==> src/rtl/alu_cmd_ctrl.sv <==
// Command front-end for the 8-bit combinational alu: registers operands, captures
// result/flags into a response channel, and tracks an accumulator and a completion count.
module alu_cmd_ctrl #(
  parameter int CNT_W = 16
) (
  input  logic             clk,
  input  logic             rst_n,
  input  logic             cmd_valid,
  output logic             cmd_ready,
  input  logic [3:0]       cmd_op,
  input  logic [7:0]       cmd_a,
  input  logic [7:0]       cmd_b,
  input  logic             cmd_use_acc,
  output logic [7:0]       alu_a,
  output logic [7:0]       alu_b,
  output logic [3:0]       alu_op,
  input  logic [7:0]       alu_result,
  input  logic             alu_zero,
  input  logic             alu_carry,
  input  logic             alu_overflow,
  input  logic             alu_sign,
  output logic             rsp_valid,
  input  logic             rsp_ready,
  output logic [7:0]       rsp_result,
  output logic [3:0]       rsp_flags,
  output logic             rsp_err,
  output logic [7:0]       acc,
  output logic [CNT_W-1:0] op_count
);

  typedef enum logic [1:0] {
    S_IDLE = 2'd0,
    S_EXEC = 2'd1,
    S_RESP = 2'd2
  } state_t;

  state_t           r_state;
  logic [7:0]       r_a;
  logic [7:0]       r_b;
  logic [3:0]       r_op;
  logic [7:0]       r_rsp_result;
  logic [3:0]       r_rsp_flags;
  logic             r_rsp_err;
  logic             r_rsp_valid;
  logic             r_cmd_ready;
  logic [7:0]       r_acc;
  logic [CNT_W-1:0] r_op_count;

  logic [7:0] w_opa;
  logic       w_illegal;

  assign w_opa     = cmd_use_acc ? r_acc : cmd_a;
  // Opcodes 1100..1111 are unused by the alu.
  assign w_illegal = (r_op[3:2] == 2'b11);

  always_ff @(posedge clk or negedge rst_n) begin
    if (!rst_n) begin
      r_state      <= S_IDLE;
      r_a          <= '0;
      r_b          <= '0;
      r_op         <= '0;
      r_rsp_result <= '0;
      r_rsp_flags  <= '0;
      r_rsp_err    <= 1'b0;
      r_rsp_valid  <= 1'b0;
      r_cmd_ready  <= 1'b1;
      r_acc        <= '0;
      r_op_count   <= '0;
    end else begin
      case (r_state)
        S_IDLE: begin
          if (cmd_valid) begin
            r_a         <= w_opa;
            r_b         <= cmd_b;
            r_op        <= cmd_op;
            r_cmd_ready <= 1'b0;
            r_state     <= S_EXEC;
          end
        end
        S_EXEC: begin
          if (w_illegal) begin
            r_rsp_result <= '0;
            r_rsp_flags  <= '0;
            r_rsp_err    <= 1'b1;
          end else begin
            r_rsp_result <= alu_result;
            r_rsp_flags  <= {alu_zero, alu_carry, alu_overflow, alu_sign};
            r_rsp_err    <= 1'b0;
            r_acc        <= alu_result;
          end
          r_rsp_valid <= 1'b1;
          r_state     <= S_RESP;
        end
        S_RESP: begin
          if (rsp_ready) begin
            r_op_count  <= r_op_count + 1'b1;
            r_rsp_valid <= 1'b0;
            r_cmd_ready <= 1'b1;
            r_state     <= S_IDLE;
          end
        end
        default: begin
          r_rsp_valid <= 1'b0;
          r_cmd_ready <= 1'b1;
          r_state     <= S_IDLE;
        end
      endcase
    end
  end

  assign cmd_ready  = r_cmd_ready;
  assign alu_a      = r_a;
  assign alu_b      = r_b;
  assign alu_op     = r_op;
  assign rsp_valid  = r_rsp_valid;
  assign rsp_result = r_rsp_result;
  assign rsp_flags  = r_rsp_flags;
  assign rsp_err    = r_rsp_err;
  assign acc        = r_acc;
  assign op_count   = r_op_count;

endmodule

==> config.mk <==
export PLATFORM = sky130hd
export DESIGN_NAME = alu_cmd_ctrl
export DESIGN_NICKNAME = d
export VERILOG_FILES = /design/src/rtl/alu_cmd_ctrl.sv
export SDC_FILE = /design/constraint.sdc
export NUM_CORES = 1
export LEC_CHECK = 0
export CORE_AREA = 2 2 79 81
export CTS_CLUSTER_DIAMETER = 30
export CTS_CLUSTER_SIZE = 12
export DETAILED_ROUTE_END_ITERATION = 6
export DIE_AREA = 0 0 81 83
export MAX_ROUTING_LAYER = met4
export PLACE_DENSITY = 0.87
export SYNTH_ARGS = -nofsm -noshare
export SYNTH_HDL_FRONTEND = slang
export SYNTH_SLANG_ARGS = --single-unit
==> constraint.sdc <==
create_clock -name clk -period 2.5 [get_ports clk]
set_clock_uncertainty 0.2 [all_clocks]
set_input_delay 0.5 -clock clk [delete_from_list [all_inputs] [get_ports clk]]
set_output_delay 0.5 -clock clk [all_outputs]
set_load 0.005 [all_outputs]
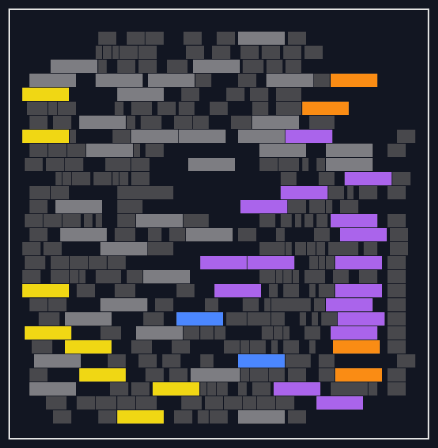
*Sequential cells grouped by signal name*
Other sequential cells in the stronger gray, the rest of the logic in the fainter gray.
purple -> `op_count`  # flops 16
orange -> `rsp_flags`  # flops 4
blue -> `r_state`  # flops 2
yellow -> `alu_b`  # flops 8
not colored = 31

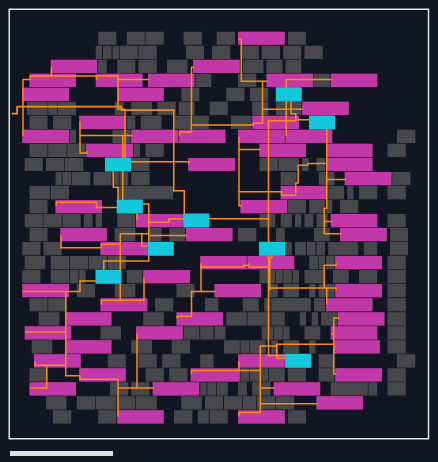
*Clock distribution*
Bar = 20 um.
orange -> clock wires  # length 771 um
magenta -> flip-flops  # count 61
cyan -> clock drivers  # count 9
routed clock nets = 10

==> impl_metrics.ini <==
; flow metrics
[run_status]
run_status = complete, no violations

[die]
num_tap_cells = 75
floorplan.die_area_sq_um = 6720
die_w_um = 81
fp_util_pct = 42.2
placement_rows = 28
core-area_sq_um = 5820

[yosys]
syn_nets = 222
xor_share_pct = 5.66
adder_share_pct = 0.510
ys_seq_share_pct = 62.3
mappedNetlistArea_sq_um = 2450
synth.top_cells.by_area = sky130_fd_sc_hd__dfrtp_1, sky130_fd_sc_hd__mux2_2, sky130_fd_sc_hd__a22o_1
synth-compound-area-share_pct = 7.24
top_area_cell = sky130_fd_sc_hd__dfrtp_1
ys_dominant_reg_cell = sky130_fd_sc_hd__dfrtp_1
synth-edff-count = 0
synthSimpleGateAreaFrac_pct = 8.98
synth.area.mux_share_pct = 12.9
postSynthCellCount = 184
syn-mean-instance-area_sq_um = 13.3
chip_area_in_the_yosys_report_sq_um = 2450
async_flop_share_pct = 100

[final_layout]
area.share.sequential_pct = 41.1
layout.non_clock_inverters = 4
layout.area.comb_sq_um = 872
comb_area_share_pct = 23.5
numSequentialCells = 61
flow.area_growth_from_synthesis_pct = 51.5
filler_cell_count = 489
comb.multi_input.count = 111
n_antenna_cell = 0
post-route-util_pct = 63.9
layout.nonclk_buf_share_pct = 27.3
largest_cell_class = sequential cells
fin_cells = 369
nClkBuffers = 12
final.signal_buffer_count = 102
final_layout_size_suffix_gt1_share_pct = 17.0
net_total_in_the_final_layout = 327
largest_register_ff_count = 16
seq_area_sq_um = 1530

[global_route]
wire_length_of_the_first_global_routing_pass_um = 9470
global_route.peak_usage_layer = met2
grt_max_degree = 31
grt_antenna_before_repair = 0
gr-total-overflow = 0
grt.total_usage_pct = 18.8
met2_track_demand_over_resource_pct = 28.6
global_route.usage.met1_pct = 24.7
grt_pass1_vias = 1904
globalRouteMet3Util_pct = 4.24

[critical_path]
reg2reg_slack_ns = 0.70
r2r_start = r_state[1]$_DFFE_PN0P_
endpoint = cmd_ready
critical_path_startpoint = cmd_ready$_DFFE_PN1P_
rr_worst_depth = 4
crit_family = flip-flops
critPathBufInv = 1
arrival_ns = 1.36
startpoint_type = flip-flop
slowest_stage = sky130_fd_sc_hd__dfstp_2
critical_path_peak_fanout = 3
critPathMaxStageDelay_ns = 0.54
path_cells = clkdlybuf4s50_1
cp.depth = 1
cp.required_ns = 1.80
timing.setup.critical_path_class = reg2out

[power_and_ir_drop]
switching_power_mw = 1.18
static-leakage-power_nw = 1.64
pg_clk_mw = 0.858
p_comb_share_pct = 38.3
total_power_mw = 4.10
worst_vdd_drop_v = 0.000575
powerComb_mw = 1.57
cell_internal_power_mw = 2.92
cellPowerDensity_nw_per_um2 = 1100
clock_network_power_share_pct = 20.9
top_power_group = registers
seq-power_mw = 1.67
power.share.switching_pct = 28.9
power.share.sequential_pct = 40.7

[detailed_routing]
highest-signal-layer = met4
met3RoutedLength_um = 266
total_iterations_of_the_first_detailed_routing_run = 4
final_antenna_net_count = 0
avgRoutedWirePerCell_um = 15.4
vias_per_cell = 4.94
wl_met1_um = 2570
met2_wirelength_um = 2800

[placement]
place.detailed.instances = 352
dpl_worst_slack_ns = 0.185
dpl-instance-area_sq_um = 3510
placement.io_buffers = 95

[clocking]
post_cts.repair.setup_buffers = 0
cts_inserted_buffers = 9
path_clk_slew_ns = 0.07
clk_latency_ns = 0.33
cts_tree = done
clock-sinks = 61
post_cts.resized_instances = 0
h-tree-depth = 3
clockBufferDepth = 2

[worst_hold_path]
tightest_hold_check_type = reg2reg
timing.hold.worst_endpoint = rsp_valid$_DFFE_PN0P_
min-delay-start = rsp_valid$_DFFE_PN0P_

[sta]
rsz0062_at_grt = no
maxClockFrequency_mhz = 485
final_hold_viol_count = 0
slew_viol_final = 0
report.final.setup_viol = 0
slew_headroom_pct = 66.6
worst_slack_ns = 0.438
final.setup.tns_ns = 0
fin_crit_sh_pct = 82.5
timing_worst_slew_pin_value_ns = 0.499
Power and IR drop assume default switching activity.
